===== config.mk =====
export PLATFORM = sky130hd
export DESIGN_NAME = imem_read_arbiter_flat
export DESIGN_NICKNAME = d
export VERILOG_FILES = /design/src/rtl/imem_read_arbiter_if.sv /design/src/rtl/imem_read_arbiter.sv /design/src/flat_wrapper.sv
export SDC_FILE = /design/constraint.sdc
export NUM_CORES = 1
export LEC_CHECK = 0
export CAP_MARGIN = 40
export CORE_MARGIN = 2
export CORE_UTILIZATION = 27
export DETAILED_ROUTE_END_ITERATION = 6
export HOLD_SLACK_MARGIN = 0.08
export PLACE_DENSITY = 0.88
export SYNTH_ARGS = -nofsm -noshare
export SYNTH_HDL_FRONTEND = slang
export SYNTH_SLANG_ARGS = --single-unit
export TNS_END_PERCENT = 1

===== constraint.sdc =====
create_clock -name clk -period 4.9 [get_ports clk]
set_input_delay 0.735 -clock clk [delete_from_list [all_inputs] [get_ports clk]]
set_output_delay 0.735 -clock clk [all_outputs]
set_load 0.02 [all_outputs]

===== src/rtl/imem_read_arbiter_if.sv =====
// Bus bundle between the arbiter, its two requesters and the instruction memory.
// The slave view belongs to the arbiter; the master view drives requests and memory data.
interface imem_read_arbiter_if;
    logic        if_req_valid;
    logic [31:0] if_req_addr;
    logic        if_req_ready;
    logic        if_flush;
    logic        if_rsp_valid;
    logic [31:0] if_rsp_data;
    logic        if_rsp_err;
    logic        ls_req_valid;
    logic [31:0] ls_req_addr;
    logic        ls_req_ready;
    logic        ls_rsp_valid;
    logic [31:0] ls_rsp_data;
    logic        ls_rsp_err;
    logic        mem_en;
    logic [29:0] mem_addr;
    logic [31:0] mem_rdata;

    modport slave (
        input  if_req_valid, if_req_addr, if_flush,
        input  ls_req_valid, ls_req_addr,
        input  mem_rdata,
        output if_req_ready, if_rsp_valid, if_rsp_data, if_rsp_err,
        output ls_req_ready, ls_rsp_valid, ls_rsp_data, ls_rsp_err,
        output mem_en, mem_addr
    );

    modport master (
        output if_req_valid, if_req_addr, if_flush,
        output ls_req_valid, ls_req_addr,
        output mem_rdata,
        input  if_req_ready, if_rsp_valid, if_rsp_data, if_rsp_err,
        input  ls_req_ready, ls_rsp_valid, ls_rsp_data, ls_rsp_err,
        input  mem_en, mem_addr
    );
endinterface


===== src/rtl/imem_read_arbiter.sv =====
// Shares the instruction-memory read port between fetch and the LSU.
// LSU has priority; fetch is forced through after STARVE_MAX denied cycles.
module imem_read_arbiter #(
    parameter int STARVE_MAX = 4,
    parameter int CNT_W      = 3
) (
    input logic               clk,
    input logic               rst,
    imem_read_arbiter_if.slave bus
);

    typedef enum logic [1:0] {
        OWN_NONE = 2'd0,
        OWN_IF   = 2'd1,
        OWN_LS   = 2'd2
    } owner_e;

    localparam logic [CNT_W-1:0] CNT_MAX = CNT_W'(STARVE_MAX);

    owner_e           owner_q, owner_d;
    logic             err_q, err_d;
    logic [CNT_W-1:0] cnt_q, cnt_d;

    logic        starved;
    logic        grant_if;
    logic        grant_ls;
    logic        granted;
    logic [31:0] req_addr;
    logic        misal;
    logic [31:0] rsp_data;

    // Grant decision and memory issue; everything is held low during reset.
    always_comb begin
        starved  = (cnt_q == CNT_MAX);
        grant_if = ~rst & bus.if_req_valid
                 & (~bus.ls_req_valid | starved);
        grant_ls = ~rst & bus.ls_req_valid & ~grant_if;
        granted  = grant_if | grant_ls;
        req_addr = grant_if ? bus.if_req_addr : bus.ls_req_addr;
        misal    = |req_addr[1:0];

        bus.if_req_ready = grant_if;
        bus.ls_req_ready = grant_ls;
        bus.mem_en       = granted & ~misal;
        bus.mem_addr     = (granted & ~misal) ? req_addr[31:2] : '0;
    end

    // Next owner, error flag and starvation count.
    always_comb begin
        owner_d = OWN_NONE;
        if (grant_if) begin
            owner_d = OWN_IF;
        end else if (grant_ls) begin
            owner_d = OWN_LS;
        end
        err_d = granted & misal;

        cnt_d = cnt_q;
        if (~bus.if_req_valid | grant_if) begin
            cnt_d = '0;
        end else if (~starved) begin
            cnt_d = cnt_q + 1'b1;
        end
    end

    // Response tracking; reset drops any response still owed.
    always_ff @(posedge clk or posedge rst) begin
        if (rst) begin
            owner_q <= OWN_NONE;
            err_q   <= 1'b0;
            cnt_q   <= '0;
        end else begin
            owner_q <= owner_d;
            err_q   <= err_d;
            cnt_q   <= cnt_d;
        end
    end

    // Route the late read data to its owner; flush only kills fetch.
    always_comb begin
        rsp_data = err_q ? 32'h0 : bus.mem_rdata;

        bus.if_rsp_valid = (owner_q == OWN_IF) & ~bus.if_flush;
        bus.if_rsp_err   = bus.if_rsp_valid & err_q;
        bus.if_rsp_data  = bus.if_rsp_valid ? rsp_data : 32'h0;

        bus.ls_rsp_valid = (owner_q == OWN_LS);
        bus.ls_rsp_err   = bus.ls_rsp_valid & err_q;
        bus.ls_rsp_data  = bus.ls_rsp_valid ? rsp_data : 32'h0;
    end

endmodule


===== src/flat_wrapper.sv =====
// flat-port wrapper written by rule: the top's interface ports become plain ports
module imem_read_arbiter_flat 
#(
    parameter int STARVE_MAX = 4,
    parameter int CNT_W      = 3
)
  (clk, rst, bus_if_req_valid, bus_if_req_addr, bus_if_flush, bus_ls_req_valid, bus_ls_req_addr, bus_mem_rdata, bus_if_req_ready, bus_if_rsp_valid, bus_if_rsp_data, bus_if_rsp_err, bus_ls_req_ready, bus_ls_rsp_valid, bus_ls_rsp_data, bus_ls_rsp_err, bus_mem_en, bus_mem_addr);
  imem_read_arbiter_if bus_i ();
  input logic clk;
  input logic rst;
  input wire logic [$bits(bus_i.if_req_valid)-1:0] bus_if_req_valid;
  input wire logic [$bits(bus_i.if_req_addr)-1:0] bus_if_req_addr;
  input wire logic [$bits(bus_i.if_flush)-1:0] bus_if_flush;
  input wire logic [$bits(bus_i.ls_req_valid)-1:0] bus_ls_req_valid;
  input wire logic [$bits(bus_i.ls_req_addr)-1:0] bus_ls_req_addr;
  input wire logic [$bits(bus_i.mem_rdata)-1:0] bus_mem_rdata;
  output wire logic [$bits(bus_i.if_req_ready)-1:0] bus_if_req_ready;
  output wire logic [$bits(bus_i.if_rsp_valid)-1:0] bus_if_rsp_valid;
  output wire logic [$bits(bus_i.if_rsp_data)-1:0] bus_if_rsp_data;
  output wire logic [$bits(bus_i.if_rsp_err)-1:0] bus_if_rsp_err;
  output wire logic [$bits(bus_i.ls_req_ready)-1:0] bus_ls_req_ready;
  output wire logic [$bits(bus_i.ls_rsp_valid)-1:0] bus_ls_rsp_valid;
  output wire logic [$bits(bus_i.ls_rsp_data)-1:0] bus_ls_rsp_data;
  output wire logic [$bits(bus_i.ls_rsp_err)-1:0] bus_ls_rsp_err;
  output wire logic [$bits(bus_i.mem_en)-1:0] bus_mem_en;
  output wire logic [$bits(bus_i.mem_addr)-1:0] bus_mem_addr;
  assign bus_i.if_req_valid = bus_if_req_valid;
  assign bus_i.if_req_addr = bus_if_req_addr;
  assign bus_i.if_flush = bus_if_flush;
  assign bus_i.ls_req_valid = bus_ls_req_valid;
  assign bus_i.ls_req_addr = bus_ls_req_addr;
  assign bus_i.mem_rdata = bus_mem_rdata;
  assign bus_if_req_ready = bus_i.if_req_ready;
  assign bus_if_rsp_valid = bus_i.if_rsp_valid;
  assign bus_if_rsp_data = bus_i.if_rsp_data;
  assign bus_if_rsp_err = bus_i.if_rsp_err;
  assign bus_ls_req_ready = bus_i.ls_req_ready;
  assign bus_ls_rsp_valid = bus_i.ls_rsp_valid;
  assign bus_ls_rsp_data = bus_i.ls_rsp_data;
  assign bus_ls_rsp_err = bus_i.ls_rsp_err;
  assign bus_mem_en = bus_i.mem_en;
  assign bus_mem_addr = bus_i.mem_addr;
  imem_read_arbiter #(.STARVE_MAX(STARVE_MAX), .CNT_W(CNT_W)) u_core (.clk(clk), .rst(rst), .bus(bus_i));
endmodule

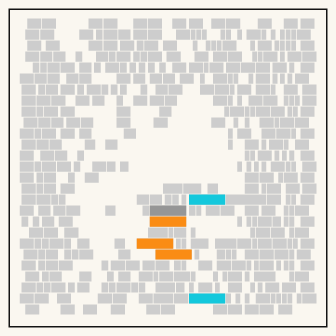
registers.png
Other sequential cells in the stronger grey, the rest of the logic in the fainter grey.
Key: orange = u_core.cnt_q [placed flops 3]; cyan = u_core.owner_q [placed flops 2]
Another 1 sequential cells are not coloured.

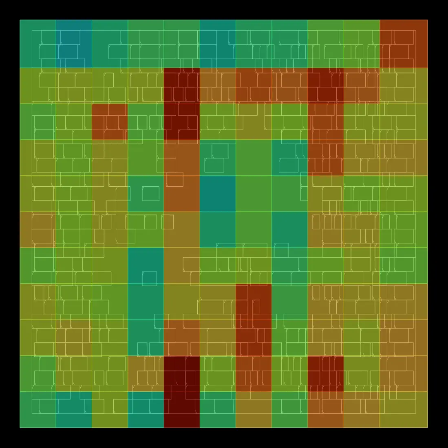
final_congestion.png
Tot GR Track Use: 0.224
GR Util met1: 0.243

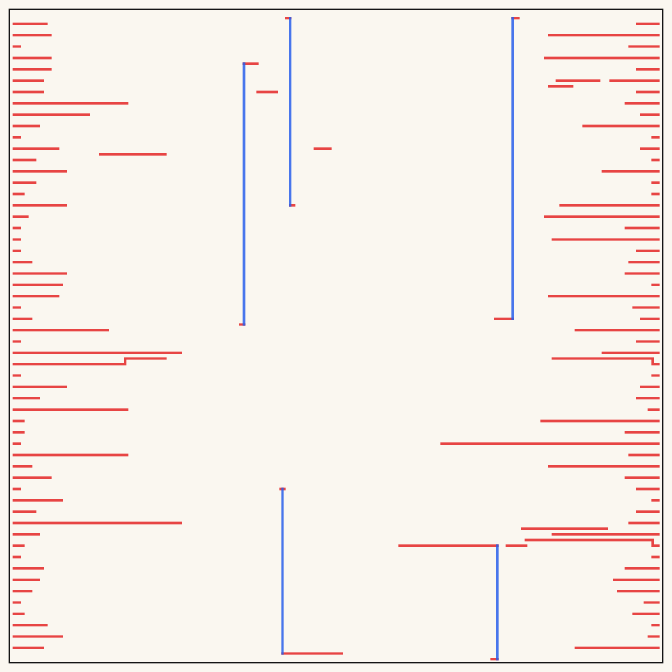
metal_stack.png
Only two layers are drawn.
Key: red = met3 [wire length 625 um]; blue = met4 [wire length 123 um]

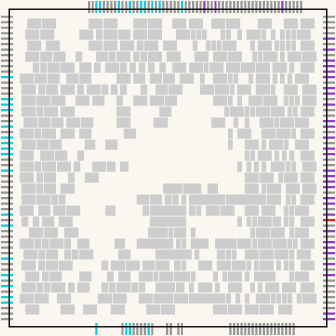
pins.png
Pins as bars across the die edge, other pins in grey.
Key: red = bus_if_req_ready [pins 1, direction output, edge east]; purple = bus_if_rsp_data [pins 32, direction output, edge 29 east, 3 north]; cyan = bus_mem_addr [pins 30, direction output, edge 17 west, 9 north, 4 south]
All pins by edge: 58 north, 56 east, 56 west, 32 south.
die width: 78.2 um
height of the die: 78.2 um
port bufs: 201

==> notes.md <==
flow finished, numbers: Core Area=0.00541 mm2, Registers, synthesis=6, DRT antenna net count=0, fin cells=511, hold buffers post-CTS=0, DRT iter0 DRCs=83, post-synth top area cell=nor2_1, row count=27, logic area=0.00115 mm2, Area after DPL=0.00352 mm2, Residual DRC=0, Ys Warns=0, Pins Over Slew Limit=0, Num CTS Buffers=3, Critical Path Max Stage Delay=0.63 ns, register area share after synthesis=0.101, most frequent cell after synthesis=nor2_1, pre-CTS setup slack=1.02 ns, total power draw=0.377 mW, register area=150 um2, top cells by count=nor2_1, nand2_1, nand3_1, Startpoint Class=input port, CTS tree=done, post-layout util=0.658, DR WL/cell=14.5 um, CP Data Arrival Time=3.14 ns, cell repeated most along the worst path=clkdlybuf4s50_1, fill count=471, Max Fanout on Critical Path=33, Clock transition at path regs=0.03 ns, vias in the first global route=2413, fp util=0.275, vias=2593, Max Clk Rate=0.258 GHz, ys cells=261, Slowest-stage cell, CP=clkdlybuf4s50_1, initial antenna violation count=0, status=finished, final reports clean, die area=0.00611 mm2, Synth Net Count=364, routed vias/inst=5.07, pwr dens=106 mW/mm2, worst-path cell chain=clkdlybuf4s50_1, a21boi_2, or2_4, and3_1, clkdlybuf4s50_1, Setup Fix Bufs, Post-CTS=0, Clk Tree Root Cell=clkbuf_8, final setup vio count=0, Top cell area share=0.182, final period utilization=0.791, VDD IR max=0.0708 mV, Layout Nets=544, layout cells sized above 1=0.0615, placed insts=508, later-pin clock latency in the skew report=0.22 ns, stage-log warning count=27, n_diodes=0, Setup CP Type=input port to output pin, final setup margin=1.02 ns, Worst Path Required=4.16 ns, Worst Hold Class=flop to flop, Chip Area, Yosys=0.00149 mm2, Leakage=1.28 nW, Max transition margin=0.574, first-pass GRT wire length=11500 um, grt total ovfl=0, Tmin final=3.88 ns, Post-Route Skew=0.00249 ns, Least-Margin Pin Slew=0.635 ns, Cell area leaders=nor2_1, o2111ai_1, nand3_1, dfrtp_1, nand2_1, worst hold slack=0.581 ns, Synth cell types=26, cell area after layout=0.00356 mm2, maxcap violations=0, synth-to-layout area growth=140%, GPL Wtd Cong=0.814, Post-Syn Area=0.00149 mm2, clk sinks=6, Mean Syn Cell Area=5.69 um2, dpl hpwl=5930 um, Setup crit end kind=output pin, H-tree levels=1, Routed WL=7430 um, Cells after Synth=261, asr flop ratio synth=1.00, RSZ-0062 raised after global routing=no, CTS resizes=0, ys flop type=dfrtp_1, endpoints failing hold=0, IO Count=202, largest net degree at the start of global routing=42, DRT Pass-1 Iters=4, number of enable flip-flop cells=0, clk buf depth=2, Sum Neg Setup Slack=0 ns
==> layout by cell type (no fill, tap or decap), drive strengths merged, types with 2 or more instances in the layout <==
cell type	count
o21ai	32
nor2	72
dfrtp	6
nand2	36
o2111ai	30
buf	7
inv	6
nand3	31
ha	2
nand2b	2
clkbuf	3
clkdlybuf4s50	201
==> metal layers <==
metal  GRT usage  vias to the layer above  routed length (um)
li1            -                     1278                   -
met1       0.243                     1168                2710
met2       0.441                      137                3970
met3      0.0414                       10                 625
met4      0.0579                        0                 123
met5           0                        -                   0
==> final cells by class <==
cell class,count,share of cell area
clock buffers,3,0.0116
repair buffers,208,0.590
well taps,72,0.0253
multi-input cells,215,0.323
flip-flops and latches,6,0.0422
inverters,7,0.00739
==> flip-flops by register name, summed over array words and instances (netlist names) <==
signal and flops:
u_core.cnt_q 3, u_core.owner_q 2, u_core.err_q 1
==> path summary, 6_finish.rpt <==
kind	from	slack (ns)	end	depth (start not counted)
max	bus_ls_req_valid	1.02	bus_ls_req_ready	5
min	u_core.cnt_q[0]	0.58	u_core.cnt_q[0]	2
max reg2reg	u_core.cnt_q[0]	2.86	u_core.owner_q[1]	5
min reg2reg	u_core.cnt_q[0]	0.58	u_core.cnt_q[0]	2
max in group asynchronous	rst	3.85	u_core.owner_q[0]	2
min in group asynchronous	rst	0.84	u_core.owner_q[1]	2
==> worst max-delay path: cells and delay by family <==
| kind | cells | cell delay [ns] |
|---|---|---|
| buf+inv | 2 | 1.12 |
| compound gates | 1 | 0.54 |
| simple gates | 2 | 0.74 |
==> power by group <==
group | internal (mW) | switching [mW] | total [mW]
clock | 0.0527 | 0.0199 | 0.0726
sequential | 0.0530 | 0.00232 | 0.0553
combinational | 0.132 | 0.118 | 0.249
==> kinds of logic after synthesis <==
kind of cell    after synthesis  share of synthesized area
flops                         6                      0.101
fa+ha+maj                     2                     0.0168
simple gates                146                      0.414
buf+inv                      40                      0.128
xor+xnor                      1                    0.00590
compound gates               66                      0.334
Power figures rest on the tool's default switching activity, not on a simulated workload.
